===== config.mk =====
export PLATFORM = sky130hd
export DESIGN_NAME = rggen_register_access_ctrl
export DESIGN_NICKNAME = d
export VERILOG_FILES = /design/src/rtl/rggen_rtl_pkg.sv /design/src/rtl/rggen_address_decoder.sv /design/src/rtl/rggen_register_access_ctrl.sv
export SDC_FILE = /design/constraint.sdc
export NUM_CORES = 1
export LEC_CHECK = 0
export CORE_AREA = 2 2 109 111
export DETAILED_ROUTE_END_ITERATION = 8
export DIE_AREA = 0 0 111 113
export GPL_TIMING_DRIVEN = 0
export PLACE_DENSITY = 0.81
export REMOVE_ABC_BUFFERS = 1
export SYNTH_ARGS = -nofsm -noshare
export SYNTH_HDL_FRONTEND = slang
export SYNTH_SLANG_ARGS = --single-unit

===== constraint.sdc =====
create_clock -name i_clk -period 4.6 [get_ports i_clk]
set_input_delay 0.92 -clock i_clk [delete_from_list [all_inputs] [get_ports i_clk]]
set_output_delay 0.92 -clock i_clk [all_outputs]
set_load 0.01 [all_outputs]

===== src/rtl/rggen_rtl_pkg.sv =====
// Shared types for the rggen register-access slice: response status codes and
// the host-side access state machine encoding.
package rggen_rtl_pkg;

  typedef enum logic [1:0] {
    RGGEN_OKAY   = 2'b00,
    RGGEN_SLVERR = 2'b10
  } rggen_status_e;

  typedef enum logic [1:0] {
    RGGEN_IDLE,
    RGGEN_ACCESS,
    RGGEN_RESPONSE
  } rggen_access_state_e;

endpackage


===== src/rtl/rggen_address_decoder.sv =====
// Word-granular address match for one register, plus the read/write
// permission check that decides whether the access reaches its bit fields.
module rggen_address_decoder
  import rggen_rtl_pkg::*;
#(
  parameter int                       ADDRESS_WIDTH    = 8,
  parameter int                       BUS_WIDTH        = 32,
  parameter logic [ADDRESS_WIDTH-1:0] REGISTER_ADDRESS = '0,
  parameter bit                       WRITABLE         = 1'b1,
  parameter bit                       READABLE         = 1'b1
) (
  input  logic [ADDRESS_WIDTH-1:0] i_address,
  input  logic                     i_write,
  output logic                     o_hit,
  output logic                     o_access
);

  localparam int                       LSB       = $clog2(BUS_WIDTH / 8);
  localparam logic [ADDRESS_WIDTH-1:0] BYTE_MASK = ADDRESS_WIDTH'((1 << LSB) - 1);
  localparam logic [ADDRESS_WIDTH-1:0] WORD_MASK = ~BYTE_MASK;

  // Byte-lane bits are masked off rather than sliced so the match also
  // covers a byte-wide bus where there are no lane bits to drop.
  assign o_hit    = (i_address & WORD_MASK) == (REGISTER_ADDRESS & WORD_MASK);
  assign o_access = o_hit && (i_write ? WRITABLE : READABLE);

endmodule


===== src/rtl/rggen_register_access_ctrl.sv =====
// Single-outstanding host-to-register access controller: accepts a request,
// strobes the addressed register's bit fields for one cycle, then holds a
// response until the host consumes it.
module rggen_register_access_ctrl
  import rggen_rtl_pkg::*;
#(
  parameter int                                        ADDRESS_WIDTH    = 8,
  parameter int                                        BUS_WIDTH        = 32,
  parameter int                                        REGISTERS        = 4,
  parameter logic [REGISTERS-1:0][ADDRESS_WIDTH-1:0]   REGISTER_ADDRESS = {8'h0C, 8'h08, 8'h04, 8'h00},
  parameter logic [REGISTERS-1:0]                      WRITABLE         = '1,
  parameter logic [REGISTERS-1:0]                      READABLE         = '1,
  parameter bit                                        ERROR_STATUS     = 1'b1
) (
  input  logic                           i_clk,
  input  logic                           i_rst_n,
  input  logic                           i_req_valid,
  output logic                           o_req_ready,
  input  logic                           i_req_write,
  input  logic [ADDRESS_WIDTH-1:0]       i_req_address,
  input  logic [BUS_WIDTH-1:0]           i_req_write_data,
  input  logic [BUS_WIDTH/8-1:0]         i_req_strobe,
  output logic                           o_rsp_valid,
  input  logic                           i_rsp_ready,
  output logic [1:0]                     o_rsp_status,
  output logic [BUS_WIDTH-1:0]           o_rsp_read_data,
  output logic [REGISTERS-1:0]           o_field_valid,
  output logic                           o_field_write,
  output logic [BUS_WIDTH-1:0]           o_field_write_data,
  output logic [BUS_WIDTH-1:0]           o_field_write_mask,
  input  logic [REGISTERS*BUS_WIDTH-1:0] i_field_read_data
);

  localparam int STROBE_WIDTH = BUS_WIDTH / 8;

  rggen_access_state_e         r_state;
  rggen_access_state_e         w_next_state;
  logic                        r_write;
  logic [ADDRESS_WIDTH-1:0]    r_address;
  logic [BUS_WIDTH-1:0]        r_write_data;
  logic [STROBE_WIDTH-1:0]     r_strobe;
  logic [BUS_WIDTH-1:0]        r_read_data;
  rggen_status_e               r_status;
  logic [REGISTERS-1:0]        w_hit;
  logic [REGISTERS-1:0]        w_access;
  logic [BUS_WIDTH-1:0]        w_read_data;
  logic [BUS_WIDTH-1:0]        w_write_mask;
  logic                        w_accept;

  for (genvar g = 0; g < REGISTERS; g++) begin : g_decoder
    rggen_address_decoder #(
      .ADDRESS_WIDTH    (ADDRESS_WIDTH),
      .BUS_WIDTH        (BUS_WIDTH),
      .REGISTER_ADDRESS (REGISTER_ADDRESS[g]),
      .WRITABLE         (WRITABLE[g]),
      .READABLE         (READABLE[g])
    ) u_decoder (
      .i_address (r_address),
      .i_write   (r_write),
      .o_hit     (w_hit[g]),
      .o_access  (w_access[g])
    );
  end

  assign w_accept = i_req_valid && (r_state == RGGEN_IDLE);

  always_ff @(posedge i_clk or negedge i_rst_n) begin
    if (!i_rst_n) begin
      r_state <= RGGEN_IDLE;
    end else begin
      r_state <= w_next_state;
    end
  end

  always_comb begin
    w_next_state = r_state;
    unique case (r_state)
      RGGEN_IDLE:     if (i_req_valid) w_next_state = RGGEN_ACCESS;
      RGGEN_ACCESS:   w_next_state = RGGEN_RESPONSE;
      RGGEN_RESPONSE: if (i_rsp_ready) w_next_state = RGGEN_IDLE;
      default:        w_next_state = RGGEN_IDLE;
    endcase
  end

  always_comb begin
    o_req_ready   = (r_state == RGGEN_IDLE);
    o_rsp_valid   = (r_state == RGGEN_RESPONSE);
    o_field_valid = (r_state == RGGEN_ACCESS) ? w_access : '0;
  end

  // Request registers double as the field-side write outputs, so they keep
  // the last accessed values until the next request is accepted.
  always_ff @(posedge i_clk or negedge i_rst_n) begin
    if (!i_rst_n) begin
      r_write      <= 1'b0;
      r_address    <= '0;
      r_write_data <= '0;
      r_strobe     <= '0;
    end else if (w_accept) begin
      r_write      <= i_req_write;
      r_address    <= i_req_address;
      r_write_data <= i_req_write_data;
      r_strobe     <= i_req_strobe;
    end
  end

  always_comb begin
    w_read_data = '0;
    for (int unsigned k = 0; k < REGISTERS; k++) begin
      if (w_access[k] && !r_write) begin
        w_read_data = w_read_data | i_field_read_data[k*BUS_WIDTH+:BUS_WIDTH];
      end
    end
  end

  always_comb begin
    w_write_mask = '0;
    for (int unsigned b = 0; b < STROBE_WIDTH; b++) begin
      if (r_strobe[b] && r_write) begin
        w_write_mask[8*b+:8] = '1;
      end
    end
  end

  always_ff @(posedge i_clk or negedge i_rst_n) begin
    if (!i_rst_n) begin
      r_read_data <= '0;
      r_status    <= RGGEN_OKAY;
    end else if (r_state == RGGEN_ACCESS) begin
      r_read_data <= w_read_data;
      r_status    <= ((w_hit == '0) && ERROR_STATUS) ? RGGEN_SLVERR : RGGEN_OKAY;
    end
  end

  assign o_rsp_status       = r_status;
  assign o_rsp_read_data    = r_read_data;
  assign o_field_write      = r_write;
  assign o_field_write_data = r_write_data;
  assign o_field_write_mask = w_write_mask;

endmodule


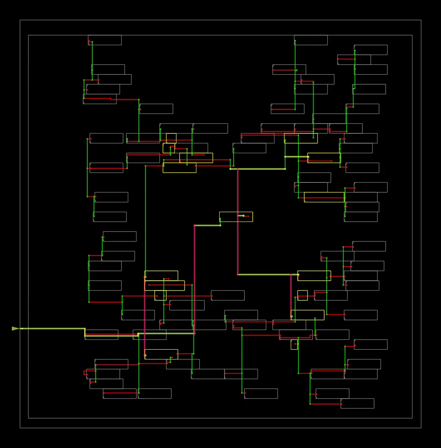
**Above:** run 1 (clock routing).
Insertion Delay late pin: 0.33 ns
Final Skew: 0.006620 ns
CTS Sinks: 78
flop count: 78

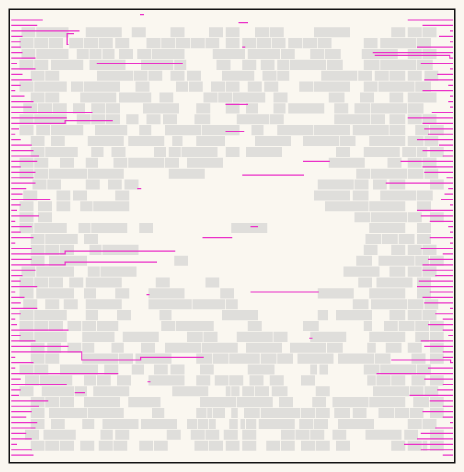
**Above:** run 1 (M3 wires).
Drawn at 4 px/um.
The longest straight run is 27.4 um. The wires run mostly horizontal. The layer holds 9.2% of the routed length. 169 nets have wire on it. The layer carries 1090 um of wire.

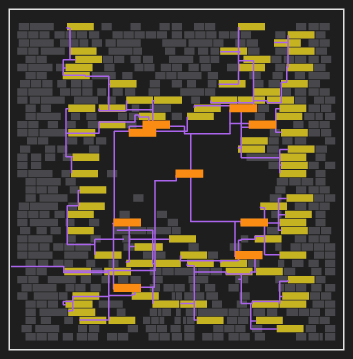
**Above:** run 1 (routed clock nets over the placement).
Drawn at 3 px/um.
Key: flip-flops = yellow [count 78]; clock drivers = orange [count 9]; clock wires = purple [length 995 um]
Position of the flops: all over the die. There are 10 routed clock nets.

==> results_dict.tcl, run 1 <==
# metrics dict for downstream scripts
set metrics [dict create \
    drive_above_1_share 0.1909 \
    core_sq_mm 0.01127 \
    finalMaxSlewViolations 0 \
    fin_nets 675 \
    post_drt_wl_per_cell_um 18.41 \
    grt_pass1_wl_mm 18.48 \
    yosysUniqueCellTypes 25 \
    start_kind "flop" \
    area_delta_synth_final_pct 74.85 \
    via_count 3202 \
    power.switching_mw 1.174 \
    combPwrFrac 0.499 \
    relSlewSlack 0.4819 \
    dieHeight_um 113 \
    critPathRequiredTime_ns 3.68 \
    die_w_um 111 \
    initial_core_util 0.3540 \
    gp_congestion 0.7852 \
    status "finished clean" \
    syn_area_sq_mm 0.003990 \
    ir_drop_v 0.0003956 \
    synth_seq_share 0.4892 \
    rows 39 \
    clockBufferDepth 2 \
    postCtsSetupBuffers 0 \
    ys.flops 78 \
    holdWs_ns 0.4993 \
    antenna_cells 0 \
    synth.avg_cell_area_sq_um 15.71 \
    post-route-drc-count 0 \
    leakagePower_nw 2.782 \
    fin_area_sq_mm 0.006977 \
    yosysChipArea_sq_mm 0.003990 \
    worst_pin_slew_ns 0.7771 \
    cts_tree "yes" \
    hold_viol 0 \
    root_buffer "clkbuf_16" \
    dpl.hpwl_mm 9.632 \
    finalWirelength_mm 11.89 \
    path_clk_slew_ns 0.06 \
    antenna_found_initial 0 \
    end_kind "primary output" \
    cts_resized 0 \
    seq_power_share 0.302 \
    overflow 0 \
    mostFrequentLayoutCells "277 x clkdlybuf4s50_1, 76 x dfrtp_1, 43 x mux2_2, 32 x a22o_1, 26 x mux4_2" \
    tool_warnings 27 \
    crit_chain "and4_1 > clkdlybuf4s50_1" \
    min_from "r_strobe[1]$_DFFE_PN0P_" \
    swShare 0.3078 \
    placed_cell_area_sq_mm 0.006635 \
    startpoint "r_address[3]$_DFFE_PN0P_" \
    lay_top_count "clkdlybuf4s50_1" \
    dieArea_sq_mm 0.01254 \
    antenna_left 0 \
    period_minus_slack_ns 2.929 \
    via_per_inst 4.957 \
    p_total_mw 3.813 \
    p_per_area_mw_per_mm2 546.6 \
    cp_max_fo 37 \
    arrival_ns 2.01 \
    io_buffer_count 278 \
    grt_pass1_vias 3388 \
    ys_cells 254 \
    clock_power_share 0.198 \
    cts.hold.buffers_added 0 \
    grt_max_degree 42 \
    dp_slack_ns 1.457 \
    drt_iter0_drc 89 \
    crit_path_max_incr_delay_ns 0.85 \
    critPathSlowestCell "dfrtp_2" \
    fmax_mhz 341.4 \
    finalCritPeriodShare 0.6368 \
    holdCritPathClass "reg -> reg" \
    r2r-start "r_state[1]$_DFFE_PN0P_" \
    layout_setup_ws_ns 1.671 \
    ioPinCount 282 \
    drt_pass1_iterations 4 \
    grt_usage 0.1917 \
    cap_violations 0 \
    cts_buffers 9 \
    critPathKind "reg -> out" \
    rsz0062_at_grt "no" \
    fillCellCount 875 \
    yosysWarnings 0 \
    htree_levels 3 \
    intPower_mw 2.640 \
    syn-instance-count 254 \
    setup_viol 0 \
]
-- run 1: cell usage after synthesis --
cell type  instances  share of area
dfrtp_1           78           0.49
mux2_2            43           0.12
buf_4             33          0.062
a22o_1            32          0.070
mux4_2            26           0.15
mux4_1             6          0.040
and2_1             5         0.0078
buf_2              5         0.0063
buf_6              5          0.014
buf_1              2         0.0019
buf_12             2          0.010
clkbuf_1           2         0.0019
nand2b_1           2         0.0031
nor3b_1            2         0.0038
and4_1             1         0.0022
conb_1             1        0.00094
inv_1              1        0.00094
nand2_1            1        0.00094
nor2_1             1        0.00094
nor2b_1            1         0.0016
nor3_1             1         0.0013
nor3b_4            1         0.0047
nor4_4             1         0.0053
o21a_1             1         0.0019
o21ai_0            1         0.0013
-- run 1: worst max-delay path: cells and delay by family (launching register included) --
family	cells	cell delay (ns)
buf+inv	1	0.53
flops	1	0.85
simple gates	1	0.30
-- run 1: per-stage QoR --
| step | cells | setup TNS [ns] | util |
|---|---|---|---|
| after floorplan | 205 | 0 | - |
| after global placement | 626 | -2.009 | 0.5826 |
| after detailed placement | 629 | 0 | 0.5886 |
| after CTS | 645 | 0 | 0.6173 |
| after global routing | 646 | 0 | 0.6189 |
| final | 646 | 0 | 0.6189 |
-- run 1: path summary, 6_finish.rpt --
check	endpoint	slack, ns	cells past startpoint
min	r_strobe[1]$_DFFE_PN0P_	0.50	1
max reg2reg	o_rsp_read_data[28]$_DFFE_PN0P_	2.50	4
max in group asynchronous	r_address[3]$_DFFE_PN0P_	3.44	2
max	o_field_valid[3]	1.67	2
min reg2reg	r_strobe[1]$_DFFE_PN0P_	0.50	1
min in group asynchronous	o_field_write_data[29]$_DFFE_PN0P_	0.56	1
-- run 1: cell type report --
cell class              instances  area (sq um)  share of cell area
flip-flops and latches         78          1954              0.2801
clock buffers                   9         225.2             0.03228
clock inverters                 7         97.59             0.01399
well taps                     143         178.9             0.02565
multi-input cells             126          1654              0.2371
inverters                       1         3.754           0.0005380
repair buffers                282          2863              0.4103
-- run 1: routing by layer --
metal	global-route usage	wire [um]	vias to the layer above
met5	0	0	-
met1	0.2121	4205	1567
met4	0.05083	177	0
li1	-	-	1436
met3	0.07070	1092	15
met2	0.3493	6418	184
-- run 1: logic make-up (layout without fill, tap and decap cells) --
logic type,count (synthesis),after routing,share of synthesized area
AND-OR/OR-AND,34,34,0.07338
other,1,1,0.0009398
buffers and inverters,50,299,0.09721
AND/OR/NAND/NOR,16,16,0.03167
multiplexers,75,75,0.3076
flip-flops,78,78,0.4892
-- run 1: flip-flops by register name (all words and copies together) (netlist names) --
name                cells
r_state                 2
o_rsp_status            1
o_rsp_read_data        32
o_field_write_data     32
r_strobe                4
r_address               6
o_field_write           1
-- run 1: power by group through the flow --
stage	registers (mW)	logic (mW)	clock network [mW]
after floorplan	1.27	0.759	0
after global placement	1.22	1.82	0
after detailed placement	1.17	1.94	0
after CTS	1.16	1.94	0.775
after global routing	1.20	2.02	0.816
final	1.15	1.90	0.757
==> run 2: changes to the inputs <==
--- a/config.mk
+++ b/config.mk
@@ -5,11 +5,11 @@
 export SDC_FILE = /design/constraint.sdc
 export NUM_CORES = 1
 export LEC_CHECK = 0
-export CORE_AREA = 2 2 109 111
+export CORE_AREA = 2 2 110 112
 export DETAILED_ROUTE_END_ITERATION = 8
-export DIE_AREA = 0 0 111 113
+export DIE_AREA = 0 0 112 114
 export GPL_TIMING_DRIVEN = 0
-export PLACE_DENSITY = 0.81
+export PLACE_DENSITY = 0.8
 export REMOVE_ABC_BUFFERS = 1
 export SYNTH_ARGS = -nofsm -noshare
 export SYNTH_HDL_FRONTEND = slang
==> constraint.sdc (replaced) <==
create_clock -name i_clk -period 2.8 [get_ports i_clk]
set_input_delay 0.56 -clock i_clk [delete_from_list [all_inputs] [get_ports i_clk]]
set_output_delay 0.56 -clock i_clk [all_outputs]
set_load 0.01 [all_outputs]
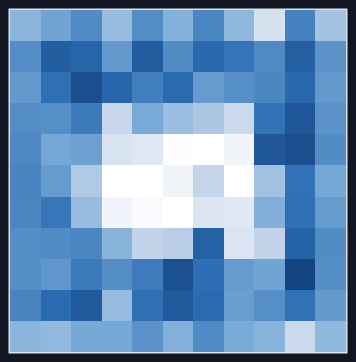
**Above:** run 2 (cell area per tile).
Drawn at 3 px/um. The die is cut into 11 by 11 equal tiles; white is low, dark blue is high, 0 to 100% covered.
The fullest tile reaches 92%. The mean over all tiles is 53%. 5.0% of the tiles are nearly empty. The emptiest ninth of the die: middle.

==> run 2 against run 1 <==
Against the previous run:
- worst setup slack got worse by 1.5 ns
- largest power group unchanged
- combinational power rose by 63%
- critical endpoint unchanged
- worst hold slack got worse by 0.30 ns
- utilization fell by 2.6 points
- synthesized cell count did not move
- critical path depth did not move
- largest cell class unchanged
- die size rose by 1.8%
- first-iteration DRC count rose by 15%
- area after synthesis did not move
==> results_dict.tcl, run 2 <==
# metrics dict for downstream scripts
set metrics [dict create \
    mostFrequentLayoutCells "277 x clkdlybuf4s50_1, 76 x dfrtp_1, 43 x mux2_2, 32 x a22o_1, 26 x mux4_2" \
    rows 40 \
    tns_ns 0 \
    ir_drop_v 0.0006248 \
    via_per_inst 4.916 \
    fmax_mhz 378.6 \
    holdCritPathClass "in -> async" \
    cp_max_fo 37 \
    hold_viol 0 \
    dpl.hpwl_mm 9.350 \
    dieArea_sq_mm 0.01277 \
    ys_cells 254 \
    status "finished clean" \
    tool_warnings 27 \
    place_inst 633 \
    path_clk_slew_ns 0.06 \
    initial_core_util 0.3407 \
    antenna_left 0 \
    synth.avg_cell_area_sq_um 15.71 \
    swShare 0.3202 \
    relSlewSlack 0.4164 \
    grt_pass1_vias 3291 \
    yosysMostFrequentCell "dfrtp_1" \
    setup_viol 0 \
    worst_pin_slew_ns 0.8745 \
    ys.flops 78 \
    dieHeight_um 114 \
    rsz0062_at_grt "no" \
    synth_seq_share 0.4892 \
    critPathKind "reg -> out" \
    top_cells_by_area "dfrtp_1 49%, mux4_2 15%, mux2_2 12%" \
    die_w_um 112 \
    route.met3.wl_um 988 \
    cts.sink_count 78 \
    critPathRequiredTime_ns 2.24 \
    seq_power_share 0.316 \
    drt_iter0_drc 102 \
    grt_usage 0.1830 \
    final_core_util 0.5934 \
    cts_tree "yes" \
    root_buffer "clkbuf_16" \
    syn_area_sq_mm 0.003990 \
    end_kind "primary output" \
    async_flop_share 1.000 \
    gp_congestion 0.7470 \
    yosysChipArea_sq_mm 0.003990 \
    overflow 0 \
    post-route-drc-count 0 \
    leakagePower_nw 2.761 \
    grt_max_degree 41 \
    synth_top_area_share 0.4892 \
    yosysWarnings 0 \
    via_count 3210 \
    syn-instance-count 254 \
    p_per_area_mw_per_mm2 880.0 \
    instances_no_fill 653 \
    ioPinCount 282 \
    arrival_ns 2.08 \
    grt_pass1_wl_mm 17.89 \
    cap_violations 0 \
    dr.max_layer_used "met4" \
    power.switching_mw 1.958 \
    cts_buffers 9 \
    io_buffer_count 278 \
    core_sq_mm 0.01171 \
    antenna_found_initial 0 \
    ff_type "dfrtp_1" \
    dr_wl_met2_mm 6.319 \
    clkLatencyLatePin_ns 0.33 \
    wl_met1_mm 4.257 \
    skew_ns 0.007548 \
    cts.hold.buffers_added 0 \
    start_kind "flop" \
    yosysUniqueCellTypes 25 \
    htree_levels 3 \
    clockBufferDepth 2 \
    finalWirelength_mm 11.85 \
    drive_above_1_share 0.1941 \
    finalMaxSlewViolations 0 \
    fin_nets 677 \
    top_cells_by_count "78 x dfrtp_1, 43 x mux2_2, 33 x buf_4, 32 x a22o_1, 26 x mux4_2" \
    drt_pass1_iterations 4 \
    combPwrFrac 0.506 \
    holdWs_ns 0.1977 \
    area_delta_synth_final_pct 74.16 \
    intPower_mw 4.157 \
    enable_flop_cells 0 \
    period_minus_slack_ns 2.642 \
    yosysTopAreaCell "dfrtp_1" \
    finalCritPeriodShare 0.9434 \
    post_drt_wl_per_cell_um 18.14 \
    lay_top_count "clkdlybuf4s50_1" \
]
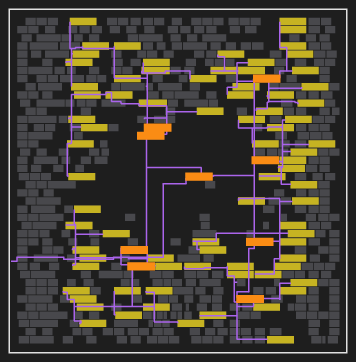
**Above:** run 2 (routed clock nets over the placement).
Drawn at 3 px/um.
clock network power: 1.09 mW
clock share of power: 0.178

-- run 2: cell counts after synthesis --
Identical to the previous run, type by type.
-- run 2: stage by stage --
stage               total power [mW]  cell area (sq um)  setup WS, ns
finish                         6.115               6949        0.1584
global route                   6.467               6947      0.006281
CTS                            6.218               6944       0.09737
detailed placement             5.098               6633       -0.2170
global placement               4.981               6573        -1.473
floorplan                      3.326               3606        0.4224
-- run 2: timing repair --
action	4_1_cts	5_1_grt
endpoints found under the setup margin	36	0
resized	1	0
setup buffers	2	0
-- run 2: layer usage --
metal | vias to the layer above | track usage
li1 | 1446 | -
met4 | 0 | 0.06829
met1 | 1559 | 0.2010
met3 | 18 | 0.04995
met5 | - | 0
met2 | 187 | 0.3390
-- run 2: logic make-up (layout without fill, tap and decap cells) --
kind of cell,after synthesis,count (layout),share of synthesized area
buf+inv,50,300,0.09721
flops,78,78,0.4892
compound gates,34,34,0.07338
other cells,1,2,0.0009398
mux,75,75,0.3076
simple gates,16,17,0.03167
-- run 2: worst paths after layout --
check / start / end / slack, ns / depth (start not counted)
max in group asynchronous: i_rst_n / o_rsp_read_data[11]$_DFFE_PN0P_ / 2.00 / 2
min reg2reg: o_rsp_read_data[5]$_DFFE_PN0P_ / o_rsp_read_data[5]$_DFFE_PN0P_ / 0.50 / 1
max reg2reg: r_state[1]$_DFFE_PN0P_ / o_rsp_read_data[3]$_DFFE_PN0P_ / 0.65 / 3
min in group i_clk: o_rsp_read_data[5]$_DFFE_PN0P_ / o_rsp_read_data[5]$_DFFE_PN0P_ / 0.50 / 1
min: i_rst_n / o_field_write_data[31]$_DFFE_PN0P_ / 0.20 / 1
max: r_address[3]$_DFFE_PN0P_ / o_field_valid[3] / 0.16 / 2
-- run 2: cell type report --
class,count,area (sq um)
fill,942,4762
timing repair buffer,283,2855
sequential,78,1954
multi-input combinational,127,1667
clock buffer,9,225.2
tap,147,183.9
clock inverter,7,57.56
inverter,1,3.754
antenna,1,2.502
-- run 2: power by group through the flow --
stage,Clock [mW],Combinational (mW),Sequential [mW]
final,1.09,3.09,1.93
after detailed placement,0,3.14,1.96
after floorplan,0,1.25,2.08
after CTS,1.13,3.14,1.95
after global routing,1.18,3.28,2.00
after global placement,0,2.97,2.01
-- run 2: critical path, stage by stage, from the launching register on --
cell and delay [ns]:
dfrtp_2 0.87, and4_1 0.32, clkdlybuf4s50_1 0.54
Power and IR drop assume default switching activity.
